<file path="config.mk">
export PLATFORM = sky130hd
export DESIGN_NAME = tmds_encode
export DESIGN_NICKNAME = d
export VERILOG_FILES = /design/src/rtl/tmds_pkg.sv /design/src/rtl/tmds_qm.sv /design/src/rtl/tmds_encode.sv
export SDC_FILE = /design/constraint.sdc
export NUM_CORES = 1
export LEC_CHECK = 0
export CELL_PAD_IN_SITES_DETAIL_PLACEMENT = 1
export CELL_PAD_IN_SITES_GLOBAL_PLACEMENT = 1
export CORE_UTILIZATION = 47
export DETAILED_ROUTE_END_ITERATION = 8
export PLACE_DENSITY = 0.93
export SLEW_MARGIN = 20
export SYNTH_ARGS = -nofsm -noshare
export SYNTH_HDL_FRONTEND = slang
export SYNTH_SLANG_ARGS = --single-unit
</file>
<file path="constraint.sdc">
create_clock -name i_clk -period 6.8 [get_ports i_clk]
set_input_delay 2.04 -clock i_clk [delete_from_list [all_inputs] [get_ports i_clk]]
set_output_delay 2.04 -clock i_clk [all_outputs]
set_load 0.03 [all_outputs]
</file>
<file path="src/rtl/tmds_pkg.sv">
// Shared TMDS definitions: symbol modes, standard-order code tables and the
// bit-reverse helper used by both the encoder and the receive-side decoder.
package tmds_pkg;

  typedef enum logic [1:0] {
    TMDS_CTL   = 2'd0,
    TMDS_VID   = 2'd1,
    TMDS_DATA  = 2'd2,
    TMDS_GUARD = 2'd3
  } tmds_mode_e;

  // All tables hold standard q_out order (bit 0 is the first bit on the wire).
  localparam logic [9:0] CTL_CODES [4] = '{10'h354, 10'h0AB, 10'h154, 10'h2AB};

  localparam logic [9:0] TERC4_CODES [16] = '{
    10'h29C, 10'h263, 10'h2E4, 10'h2E2, 10'h171, 10'h11E, 10'h18E, 10'h13C,
    10'h2CC, 10'h139, 10'h19C, 10'h2C6, 10'h28E, 10'h271, 10'h163, 10'h2C3
  };

  localparam logic [9:0] GUARD_CODES [3] = '{10'h2CC, 10'h133, 10'h2CC};

  function automatic logic [9:0] bit_rev10(input logic [9:0] w);
    logic [9:0] r;
    for (int i = 0; i < 10; i++) r[i] = w[9-i];
    return r;
  endfunction

endpackage

</file>
<file path="src/rtl/tmds_qm.sv">
// Stage-1 transition minimization: builds the 9-bit q_m word for a pixel and
// the popcount of its low 8 bits, both consumed by the DC-balance stage.
module tmds_qm (
  input  logic [7:0] pix,
  output logic [8:0] qm,
  output logic [3:0] ones
);

  always_comb begin
    logic [3:0] n1;
    logic       use_xnor;
    logic [8:0] q;
    n1 = '0;
    for (int i = 0; i < 8; i++) n1 += 4'(pix[i]);
    use_xnor = (n1 > 4'd4) || (n1 == 4'd4 && !pix[0]);
    q = '0;
    q[0] = pix[0];
    for (int k = 1; k < 8; k++)
      q[k] = use_xnor ? ~(q[k-1] ^ pix[k]) : (q[k-1] ^ pix[k]);
    q[8] = ~use_xnor;
    ones = '0;
    for (int i = 0; i < 8; i++) ones += 4'(q[i]);
    qm = q;
  end

endmodule

</file>
<file path="src/rtl/tmds_encode.sv">
// TMDS channel encoder: video / control / TERC4 / guard symbols to 10-bit
// characters, two-cycle latency. TERC4 support is built only with TMDS_TERC4_EN.
module tmds_encode
  import tmds_pkg::*;
#(
  parameter int CHANNEL = 0
) (
  input  logic       i_clk,
  input  logic       i_reset_n,
  input  logic [1:0] i_mode,
  input  logic [1:0] i_ctl,
  input  logic [3:0] i_aux,
  input  logic [7:0] i_pix,
  output logic [9:0] o_word
);

  localparam logic [9:0] GUARD = GUARD_CODES[CHANNEL];

  logic [8:0]        qm, qm_r;
  logic [3:0]        ones, ones_r;
  tmds_mode_e        mode_r;
  logic [1:0]        ctl_r;
  logic signed [4:0] cnt;
  logic signed [5:0] cnt_nxt;
  logic [9:0]        q_out;

  tmds_qm u_qm (.pix(i_pix), .qm(qm), .ones(ones));

`ifdef TMDS_TERC4_EN
  logic [3:0] aux_r;
  always_ff @(posedge i_clk or negedge i_reset_n)
    if (!i_reset_n) aux_r <= '0;
    else            aux_r <= i_aux;
`else
  logic unused_aux;
  assign unused_aux = ^i_aux;
`endif

  always_ff @(posedge i_clk or negedge i_reset_n) begin
    if (!i_reset_n) begin
      qm_r   <= '0;
      ones_r <= '0;
      mode_r <= TMDS_CTL;
      ctl_r  <= '0;
    end else begin
      qm_r   <= qm;
      ones_r <= ones;
      mode_r <= tmds_mode_e'(i_mode);
      ctl_r  <= i_ctl;
    end
  end

  always_comb begin
    logic signed [5:0] c6, d;
    c6      = {cnt[4], cnt};
    d       = $signed({1'b0, ones_r, 1'b0}) - 6'sd8;  // N1 - N0
    q_out   = CTL_CODES[ctl_r];
    cnt_nxt = '0;  // any non-video symbol restarts the running disparity
    case (mode_r)
      TMDS_VID: begin
        if (cnt == 5'sd0 || ones_r == 4'd4) begin
          q_out   = {~qm_r[8], qm_r[8], qm_r[8] ? qm_r[7:0] : ~qm_r[7:0]};
          cnt_nxt = qm_r[8] ? c6 + d : c6 - d;
        end else if ((!cnt[4] && ones_r > 4'd4) || (cnt[4] && ones_r < 4'd4)) begin
          q_out   = {1'b1, qm_r[8], ~qm_r[7:0]};
          cnt_nxt = c6 + (qm_r[8] ? 6'sd2 : 6'sd0) - d;
        end else begin
          q_out   = {1'b0, qm_r[8], qm_r[7:0]};
          cnt_nxt = c6 - (qm_r[8] ? 6'sd0 : 6'sd2) + d;
        end
      end
`ifdef TMDS_TERC4_EN
      TMDS_DATA:  q_out = TERC4_CODES[aux_r];
`endif
      TMDS_GUARD: q_out = GUARD;
      default:    q_out = CTL_CODES[ctl_r];
    endcase
  end

  always_ff @(posedge i_clk or negedge i_reset_n) begin
    if (!i_reset_n) begin
      cnt    <= '0;
      o_word <= bit_rev10(CTL_CODES[0]);
    end else begin
      cnt    <= cnt_nxt[4:0];
      o_word <= bit_rev10(q_out);
    end
  end

endmodule
</file>
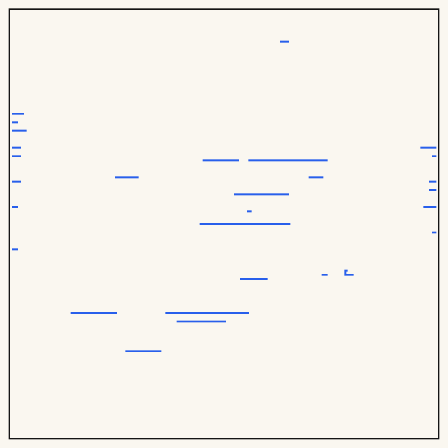
Fig. 1. Signal wires on met3 (run 1).
nets with wire on the layer: 23
main direction: horizontal
share of all routed wire: 2.0%
longest straight run: 14.3 µm

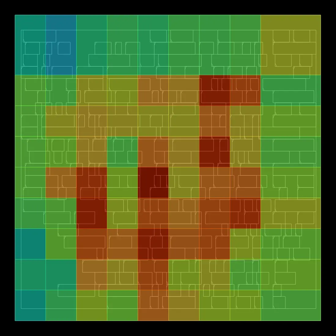
Fig. 2. Track usage over the die (run 1).
WL/cell: 18.5 µm
met1 usage: 28.8%
most crowded layer after global routing: met2
met3 usage: 3.29%
GR Util met2: 46.0%

==> Changelog: implementation, run 1 <==
## Implementation

* Crit-path slowest cell: fa_1
* Clk pwr share at 11.2%
* Combinational share of power at 68.3%
* Measured slew at the worst slew-check pin at 444 ps
* Clock sinks at 31
* # IOs at 28
* Data arrival time of the critical path at 7200 ps
* Distinct cells, synth at 37
* Final worst-path cycle share at 103%
* Most frequent cells after synthesis: inv_1 (29), dfrtp_1 (26), ha_1 (21), xnor2_1 (16), fa_1 (13)
* FP Rows at 23
* ClkCell Share at 3.95%
* Worst min path class: flop to flop
* Worst r2r path cells at 9
* Post-Synth Simple-Gate Area at 7.01%
* Sw power at 655 µW
* Post-Place Cells at 264
* Final worst slack at -227 ps
* Switching Share at 45.1%
* Place WS at -939 ps
* EDFF count, synth at 0
* Sequential cell area share at 29.8%
* CP Launch Point: i_pix[0]
* Total Wirelength at 5090 µm
* Inverter count at 29
* Layout cells sized above 1 at 22.2%
* Flop2flop setup slack at 4100 ps
* Met2 routed WL at 2810 µm
* Largest net degree at the start of global routing at 32
* Synthesized area per cell at 11.5 µm²
* Sequential Power at 297 µW
* Leak at 1.23 nW
* Vias in the first global route at 1657
* Hold depth at 2
* Top logic family: adder cells
* Reg area at 782 µm²
* Hold path start: qm_r[4]
* Max layer used: met4
* Core area at 4140 µm²
* CP max FO at 2
* Clk pwr at 163 µW
* Comb pwr at 991 µW
* Inserted Clock Buffers at 5
* Crit path cell chain: buf_8 -> ha_4 -> inv_2 -> fa_1 -> fa_1 -> inv_2 -> fa_2 -> fa_1 -> nor3b_2 -> o21ai_1 -> a21oi_2 -> xnor2_2 -> ha_1 -> inv_2 -> fa_2 -> fa_1 -> inv_2 -> fa_2 -> fa_2 -> xor2_1
* MI comb area at 1230 µm²
* H-tree levels at 2
* FILL cells at 422
* Hpwl dp at 4040 µm
* Grt ovf at 0
* Reg-to-Reg End: cnt[4]
* Area Growth Syn to Fin at 25.7%
* Floorplan net count at 234
* Post-Synth Adder-Cell Area at 25.0%
* DR iter-0 viols at 46
* R2R Path Start: qm_r[8]
* Root buffer cell: clkbuf_8
* Tapcell Cnt at 50
* Failing checks: setup timing
* Fin Setup TNS at -567 ps
* Chip area in the Yosys report at 2090 µm²
* Worst-path clk slew at 70 ps
* Via density at 5.17
* Pint at 796 µW
* Fin. max-slew vios at 0
* Final Hold Vio Count at 0
* Ant. Diodes at 0
* Initial DRT Pass Iterations at 4
* # Post-CTS Setup Buffers at 3
* Status: finished with violations
* Max Root-Sink Buffers at 2
* Ys async rst share at 100%
* Most frequent logic cell in the layout: dfrtp_1
* First-pass GRT wire length at 8180 µm
* RSZ-0062 raised after global routing: yes
* Cell Area, Placed at 2480 µm²
* Synth top area cells: dfrtp_1 (31%), ha_1 (13%), fa_1 (12%)
* Tmin final at 7030 ps
* Tool Warnings at 38
* Met3 WL at 103 µm
* Area share, top type at 31.1%
* Layout Cells excl Fill at 275
* Setup violators final at 3
* Synth flops at 31
* Synth Cell Area at 2090 µm²
* Largest Pwr Group: combinational cells
* Synth Flop Type: dfrtp_1
* # DRC at 0
* Complex-gate fraction of the synthesized area at 9.04%
* Non-CTS buffers at 37
* Crit-path leading delay family: adder cells
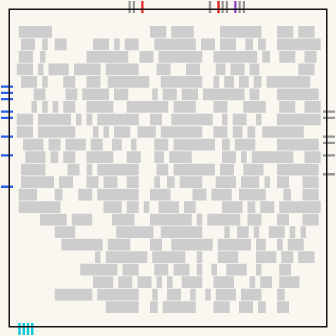
Fig. 3. Ports around the boundary (run 1).
Pins as bars across the die edge, other pins in gray.
[cyan] `i_aux` | pins: 4 | direction: input | edge: bottom
[purple] `i_reset_n` | pins: 1 | direction: input | edge: top
[blue] `i_pix` | pins: 8 | direction: input | edge: left
[red] `i_mode` | pins: 2 | direction: input | edge: top
Die Ht: 68.7 µm
count of input and output buffers: 23

Fig. 4: run 1, register map, names as in the netlist
Other sequential cells in the stronger gray, the rest of the logic in the fainter gray.
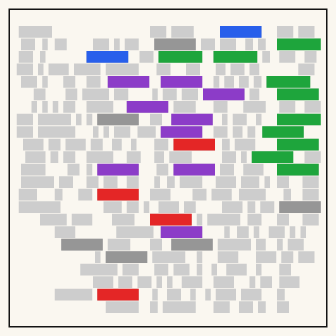

--- run 2 (diff from run 1) ---
Settings changed: CORE_ASPECT_RATIO set to 1.4, GPL_TIMING_DRIVEN set to 0.
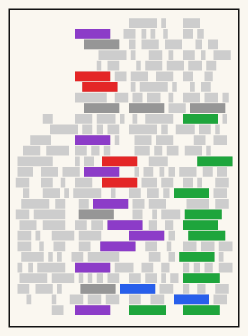
Fig. 5. Register map, names as in the netlist (run 2).
Other sequential cells in the stronger gray, the rest of the logic in the fainter gray.
[purple] `qm_r` | sequential cells: 9
[blue] `mode_r` | sequential cells: 2
[green] `o_word` | sequential cells: 10
[red] `ones_r` | sequential cells: 4

==> run 2 against run 1 <==
The flow still finishes with violations (setup timing); largest cell class unchanged; area after synthesis unchanged; critical path depth is the same; die size hardly changed; worst setup slack better by 98 ps; critical path type unchanged; worst hold slack gained 9.3 ps; largest power group unchanged.
==> Changelog: implementation, run 2 <==
## Implementation

* # DRC at 0
* Most frequent cells after synthesis: inv_1 (29), dfrtp_1 (26), ha_1 (21), xnor2_1 (16), fa_1 (13)
* RSZ-0062 raised after global routing: yes
* Ant. Diodes at 0
* Chip area in the Yosys report at 2090 µm²
* Worst-path clk slew at 60 ps
* Layout cells sized above 1 at 19.3%
* Tmin final at 6930 ps
* Sequential cell area share at 30.5%
* Crit-path slowest cell: fa_1
* Grt ovf at 0
* Worst r2r path cells at 9
* EDFF count, synth at 0
* Post-Synth Simple-Gate Area at 7.01%
* Total power per unit cell area at 523 nW/µm²
* WL/cell at 15.8 µm
* Count of input and output buffers at 23
* Initial DRT Pass Iterations at 2
* Total Wirelength at 4400 µm
* Inverter count at 29
* Area Growth Syn to Fin at 22.8%
* Max layer used: met4
* Die Ht at 80.9 µm
* R2R Path Start: qm_r[8]
* Distinct cells, synth at 37
* Area share, top type at 31.1%
* Status: finished with violations
* Core area at 4240 µm²
* Layout Cells excl Fill at 278
* Ys async rst share at 100%
* Synth Flop Type: dfrtp_1
* MI comb area at 1240 µm²
* Place WS at -1150 ps
* Fin Setup TNS at -225 ps
* FP Rows at 28
* Via density at 4.96
* Reg-to-Reg End: cnt[4]
* Final Hold Vio Count at 0
* Flop2flop setup slack at 4170 ps
* Pint at 739 µW
* Measured slew at the worst slew-check pin at 664 ps
* Hpwl dp at 3620 µm
* Tool Warnings at 38
* Failing checks: setup timing
* Fin. max-slew vios at 0
* Final worst-path cycle share at 102%
* Post-Synth Adder-Cell Area at 25.0%
* Floorplan net count at 234
* H-tree levels at 2
* Non-CTS buffers at 30
* Setup violators final at 2
* Hold path start: qm_r[6]
* Complex-gate fraction of the synthesized area at 9.04%
* Data arrival time of the critical path at 7090 ps
* # IOs at 28
* FILL cells at 445
* Final worst slack at -128 ps
* Reg area at 782 µm²
* Comb pwr at 910 µW
* Crit-path leading delay family: adder cells
* CP max FO at 2
* DR iter-0 viols at 32
* Met2 routed WL at 2650 µm
* Worst min path class: flop to flop
* Cell Area, Placed at 2410 µm²
* # Post-CTS Setup Buffers at 4
* Combinational share of power at 67.8%
* ClkCell Share at 3.32%
* Vias in the first global route at 1593
* Synth Cell Area at 2090 µm²
* Clk pwr share at 10.3%
* Met3 usage at 3.98%
* GR Util met2 at 45.1%
* CP Launch Point: i_pix[0]
* Synth flops at 31
* Max Root-Sink Buffers at 2
* Met1 usage at 21.8%
* First-pass GRT wire length at 7610 µm
* Clock sinks at 31
Fig. 6: run 2, wiring by layer
Two of the layers only.
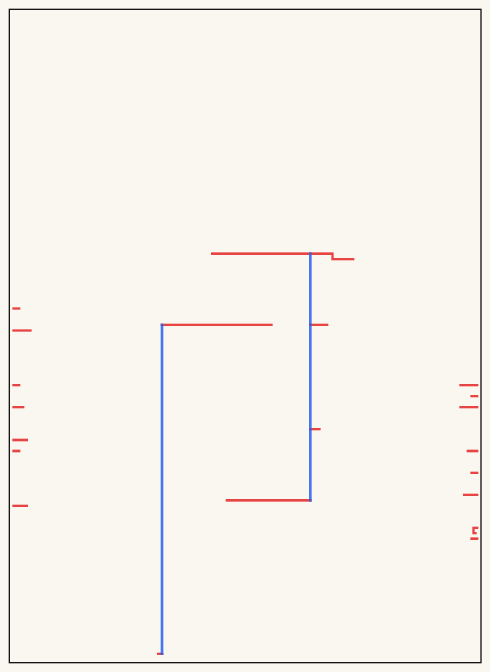

--- run 3 (diff from run 2) ---
Settings changed: CORE_ASPECT_RATIO 1.4 to 1.5.
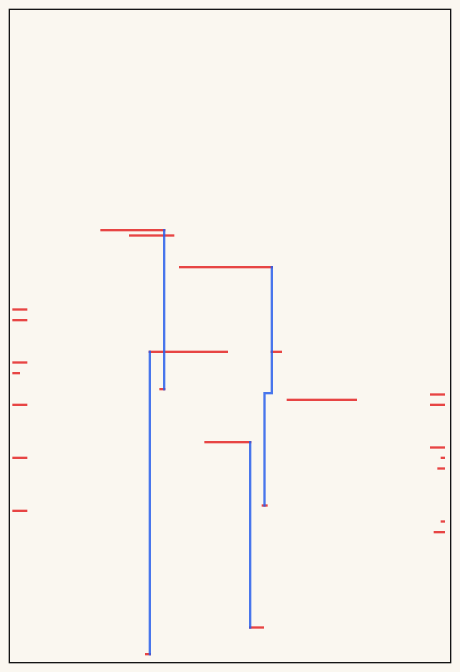
Fig. 7. Wiring by layer (run 3).
Two of the layers only.
[red] metal 3 | wire length: 70.6 µm
[blue] metal 4 | wire length: 115 µm
via count: 1359
GRT Overall Usage: 20.4%

==> run 3 against run 2 <==
Sequential cell count unchanged; via count down 1.5%; clock power about the same; largest power group unchanged; sequential share of layout area grew 0.29 points; total power is 1.3% lower; cell count decreased by 5.4%; the run still ends with setup timing left; worst setup slack lost 21 ps; design area fell by 0.93%; clock-buffer cell count did not move.
==> Changelog: implementation, run 3 <==
## Implementation

* Flop2flop setup slack at 4150 ps
* Final Hold Vio Count at 0
* Ys async rst share at 100%
* Sw power at 594 µW
* Floorplan net count at 234
* Via density at 5.17
* Top logic family: adder cells
* Failing checks: setup timing
* Place WS at -1160 ps
* ClkCell Share at 3.35%
* Leak at 1.18 nW
* H-tree levels at 2
* Synth Flop Type: dfrtp_1
* Die Ht at 83.7 µm
* R2R Path Start: qm_r[8]
* Most frequent logic cell in the layout: dfrtp_1
* Setup violators final at 2
* Layout cells sized above 1 at 18.9%
* Final worst-path cycle share at 102%
* Worst-path clk slew at 60 ps
* Inverter count at 29
* Total Wirelength at 4180 µm
* Post-Synth Adder-Cell Area at 25.0%
* Post-Place Cells at 251
* Crit-path leading delay family: adder cells
* Clk pwr share at 10.5%
* WL/cell at 15.9 µm
* Chip area in the Yosys report at 2090 µm²
* Hpwl dp at 3220 µm
* RSZ-0062 raised after global routing: yes
* Distinct cells, synth at 37
* Met1 usage at 20.2%
* Max Root-Sink Buffers at 2
* Reg area at 782 µm²
* Count of input and output buffers at 23
* Sequential Power at 293 µW
* FILL cells at 442
* Data arrival time of the critical path at 7120 ps
* Tool Warnings at 38
* Status: finished with violations
* Final worst slack at -149 ps
Power and IR drop assume default switching activity.
